**src/rtl/uart_rx_8n1.sv**
```systemverilog
// 8N1 UART receiver: synchronized RXD sampled mid-bit, byte handed over on a valid/ready holding register.
// oVALID rises one cycle after the mid-stop sample; a byte completing while the register is full is dropped and flags overrun.
module uart_rx_8n1 #(
  parameter int CLKS_PER_BIT = 434,
  parameter int SYNC_STAGES  = 2
) (
  input  logic       iCLK,
  input  logic       iRST_N,
  input  logic       iRXD,
  input  logic       iREADY,
  input  logic       iCLR_ERR,
  output logic [7:0] oDATA,
  output logic       oVALID,
  output logic       oFRAME_ERR,
  output logic       oOVERRUN,
  output logic       oBUSY
);
  localparam int CNT_W = $clog2(CLKS_PER_BIT);
  localparam logic [CNT_W-1:0] BIT_LAST  = CNT_W'(CLKS_PER_BIT - 1);
  localparam logic [CNT_W-1:0] HALF_LAST = CNT_W'(CLKS_PER_BIT / 2 - 1);

  typedef enum logic [2:0] {IDLE, START, DATA, STOP, WAIT_IDLE} state_t;

  state_t                 state_q, state_d;
  logic [CNT_W-1:0]       cnt_q, cnt_d;
  logic [2:0]             bit_idx_q, bit_idx_d;
  logic [7:0]             shift_q, shift_d;
  logic [SYNC_STAGES-1:0] sync_q;
  logic                   rxs;
  logic                   byte_done;
  logic                   frame_err;
  logic [7:0]             data_q;
  logic                   valid_q;
  logic                   ferr_q;
  logic                   ovr_q;

  assign rxs = sync_q[SYNC_STAGES-1];

  // Loaded with idle level so a reset never looks like a start edge.
  always_ff @(posedge iCLK) begin
    if (!iRST_N) begin
      sync_q <= '1;
    end else begin
      sync_q <= {sync_q[SYNC_STAGES-2:0], iRXD};
    end
  end

  always_ff @(posedge iCLK) begin
    if (!iRST_N) begin
      state_q   <= IDLE;
      cnt_q     <= '0;
      bit_idx_q <= '0;
      shift_q   <= '0;
    end else begin
      state_q   <= state_d;
      cnt_q     <= cnt_d;
      bit_idx_q <= bit_idx_d;
      shift_q   <= shift_d;
    end
  end

  always_comb begin
    state_d   = state_q;
    cnt_d     = cnt_q;
    bit_idx_d = bit_idx_q;
    shift_d   = shift_q;
    byte_done = 1'b0;
    frame_err = 1'b0;
    case (state_q)
      IDLE: begin
        cnt_d = '0;
        if (!rxs) state_d = START;
      end
      START: begin
        if (cnt_q == HALF_LAST) begin
          cnt_d     = '0;
          bit_idx_d = '0;
          state_d   = rxs ? IDLE : DATA;
        end else begin
          cnt_d = cnt_q + CNT_W'(1);
        end
      end
      DATA: begin
        if (cnt_q == BIT_LAST) begin
          cnt_d              = '0;
          shift_d[bit_idx_q] = rxs;
          if (bit_idx_q == 3'd7) state_d = STOP;
          else                   bit_idx_d = bit_idx_q + 3'd1;
        end else begin
          cnt_d = cnt_q + CNT_W'(1);
        end
      end
      STOP: begin
        if (cnt_q == BIT_LAST) begin
          cnt_d = '0;
          if (rxs) begin
            byte_done = 1'b1;
            state_d   = IDLE;
          end else begin
            frame_err = 1'b1;
            state_d   = WAIT_IDLE;
          end
        end else begin
          cnt_d = cnt_q + CNT_W'(1);
        end
      end
      WAIT_IDLE: begin
        cnt_d = '0;
        if (rxs) state_d = IDLE;
      end
      default: state_d = IDLE;
    endcase
  end

  always_ff @(posedge iCLK) begin
    if (!iRST_N) begin
      data_q  <= 8'h00;
      valid_q <= 1'b0;
      ferr_q  <= 1'b0;
      ovr_q   <= 1'b0;
    end else begin
      ferr_q <= frame_err;
      if (byte_done && (!valid_q || iREADY)) begin
        data_q  <= shift_q;
        valid_q <= 1'b1;
      end else if (valid_q && iREADY) begin
        valid_q <= 1'b0;
      end
      // A new overrun outranks a simultaneous clear.
      if (byte_done && valid_q && !iREADY) ovr_q <= 1'b1;
      else if (iCLR_ERR)                   ovr_q <= 1'b0;
    end
  end

  assign oDATA      = data_q;
  assign oVALID     = valid_q;
  assign oFRAME_ERR = ferr_q;
  assign oOVERRUN   = ovr_q;
  assign oBUSY      = (state_q != IDLE);

endmodule

```
**config.mk**
```make
export PLATFORM = sky130hd
export DESIGN_NAME = uart_rx_8n1
export DESIGN_NICKNAME = d
export VERILOG_FILES = /design/src/rtl/uart_rx_8n1.sv
export SDC_FILE = /design/constraint.sdc
export NUM_CORES = 1
export LEC_CHECK = 0
export ABC_AREA = 1
export CAP_MARGIN = 5
export CORE_UTILIZATION = 55
export CTS_CLUSTER_SIZE = 16
export DETAILED_ROUTE_END_ITERATION = 6
export GPL_TIMING_DRIVEN = 1
export MAX_ROUTING_LAYER = met4
export PLACE_DENSITY = 0.77
export REMOVE_ABC_BUFFERS = 1
export SYNTH_ARGS = -nofsm -noshare
export SYNTH_HDL_FRONTEND = slang
export SYNTH_SLANG_ARGS = --single-unit
```
**constraint.sdc**
```tcl
create_clock -name iCLK -period 3.1 [get_ports iCLK]
set_input_delay 0.465 -clock iCLK [delete_from_list [all_inputs] [get_ports iCLK]]
set_output_delay 0.465 -clock iCLK [all_outputs]
set_load 0.02 [all_outputs]
```
Cells by drive strength:
The bar under the picture is 20 um long.
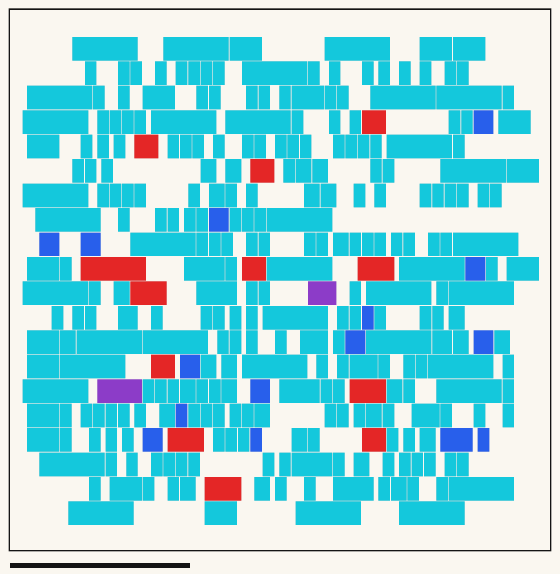
- cyan: _0 and _1 cells (cells 276; share 90%; most used nand2_1)
- red: _3 and _4 cells (cells 12; share 3.9%; most used clkbuf_4)
- purple: _6 and larger (cells 2; share 0.66%)
- blue: _2 cells (cells 15; share 4.9%; most used nand2_2)

Clock network drawn from the DEF:
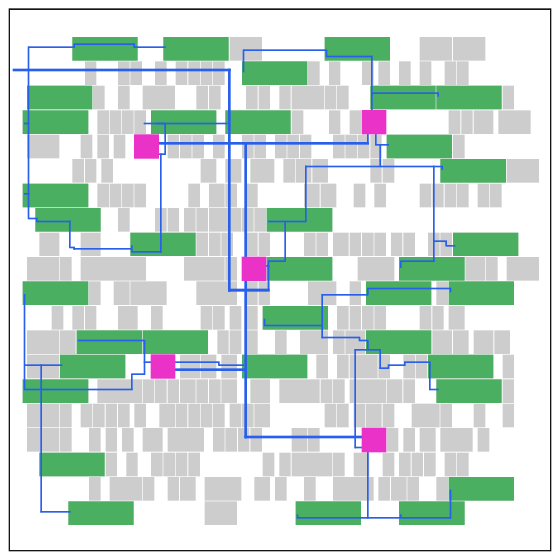
- magenta: clock drivers (count 5)
- blue: clock wires (length 476 um)
- green: flip-flops (count 36)
- flops lie: all over the die

Placed standard cells:
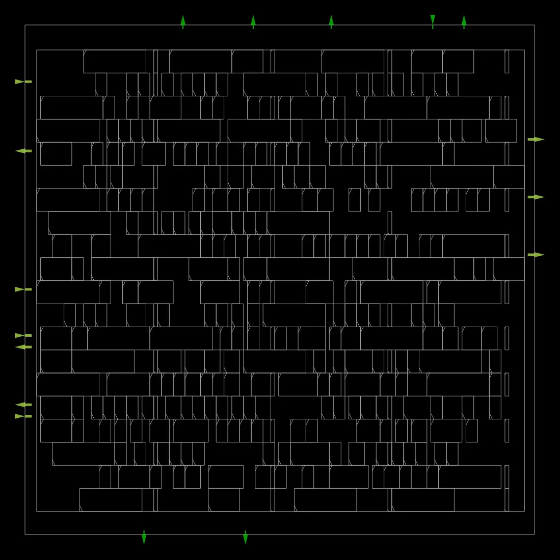
count of filler cells inserted in the layout: 288
Tapcells: 44
core outline area: 3130 um2
sequential fraction of total cell area: 0.342
post-layout util: 0.673

Sequential cells coloured by netlist name:
Other sequential cells in the stronger grey, the rest of the logic in the fainter grey.
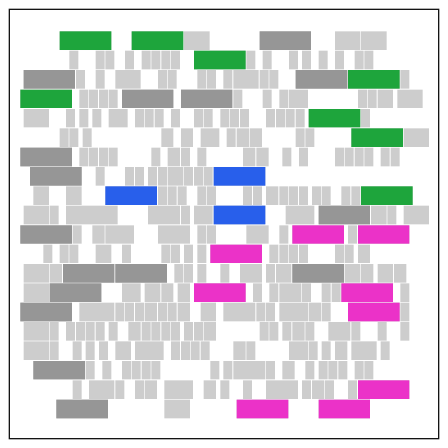
- blue: bit_idx_q (sequential cells 3)
- magenta: cnt_q (sequential cells 9)
- green: oDATA (sequential cells 8)

Routed metal per tile:
The bar under the picture is 20 um long. 12 x 12 tiles, from dark purple (low) to yellow (high), scaled to the fullest tile. Values are wire area over tile area, all layers added.
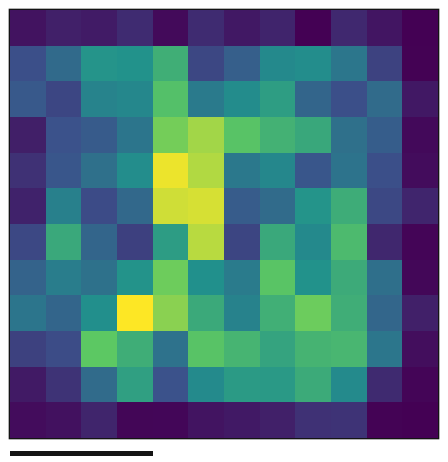
- nearly empty tiles: 6.9%
- densest ninth of the die: centre
- emptiest ninth of the die: north-east
- fullest tile: 0.39

==> flow_metrics.rpt <==
PHYSICAL IMPLEMENTATION REPORT
----------------------------------------------------
[Worst setup path]
  Worst stage delay on the critical path ........................ 0.55 ns
  Crit path max-delay cell type ........................ clkdlybuf4s50_1
  Worst setup endpoint ........................ oBUSY
  Reg2Reg Depth ........................ 9

[Power]
  Sequential share of power ........................ 0.432
  Highest-power group ........................ registers
  Clock power share ........................ 0.201
  Combinational power share ........................ 0.367
  Highest ir drop seen on vdd ........................ 0.516 mV

[Layout]
  Top class by area ........................ combinational gates
  Layout net count ........................ 314
  Nonclk buf count ........................ 17
  Non-filler cells in the finished layout ........................ 349
  Max reg flops ........................ 9

[Synthesis]
  Cells in synth_stat.txt ........................ 285
  Cell taking the most area after synthesis ........................ dfxtp_1
  Post-Synthesis Cells ........................ 285
  MUX area fraction ........................ 0
  Number of synthesis warnings ........................ 0
  Top cells by instance count after synthesis ........................ 76 x nand2_1, 68 x nor2_1, 41 x inv_1
  Simple-gate area share of the yosys netlist ........................ 0.430

[Route]
  Number of nets still failing antenna checks after routing ........................ 0
  Remaining routing DRC violations ........................ 0
  Total via count after detailed routing ........................ 1632
  Detailed-route wire length on metal 1 ........................ 1.63 mm

[Global route]
  Global Route met1 Usage ........................ 0.277
  Layer with the highest usage after global routing ........................ met2
  Via count of the first global-routing pass ........................ 1416
  Maximum number of pins on one net before global-route repair ........................ 17
  All-layer global routing usage ........................ 0.225

[Clocking]
  Clock slew at reported path FFs ........................ 0.10 ns
  Post_cts resized ........................ 0
  Deepest level of the CTS H-tree ........................ 2
  Deepest clock path buffer count ........................ 2
  Number of post-CTS setup repair buffers ........................ 0

[Floorplanning]
  I/O pin count ........................ 17
  Y dimension of the die ........................ 60.1 um
  Site Rows ........................ 20

[Placement]
  Final HPWL from detailed placement ........................ 2.38 mm

[Timing]
  Final-report hold violation count ........................ 0
  Max-slew violations ........................ 0
  Achievable frequency ........................ 472 MHz
  Aggregate negative setup slack ........................ 0 ns

[Outcome]
  Result of the run ........................ finished, final reports clean

----------------------------------------------------
Power is estimated from default activity; no workload was simulated.
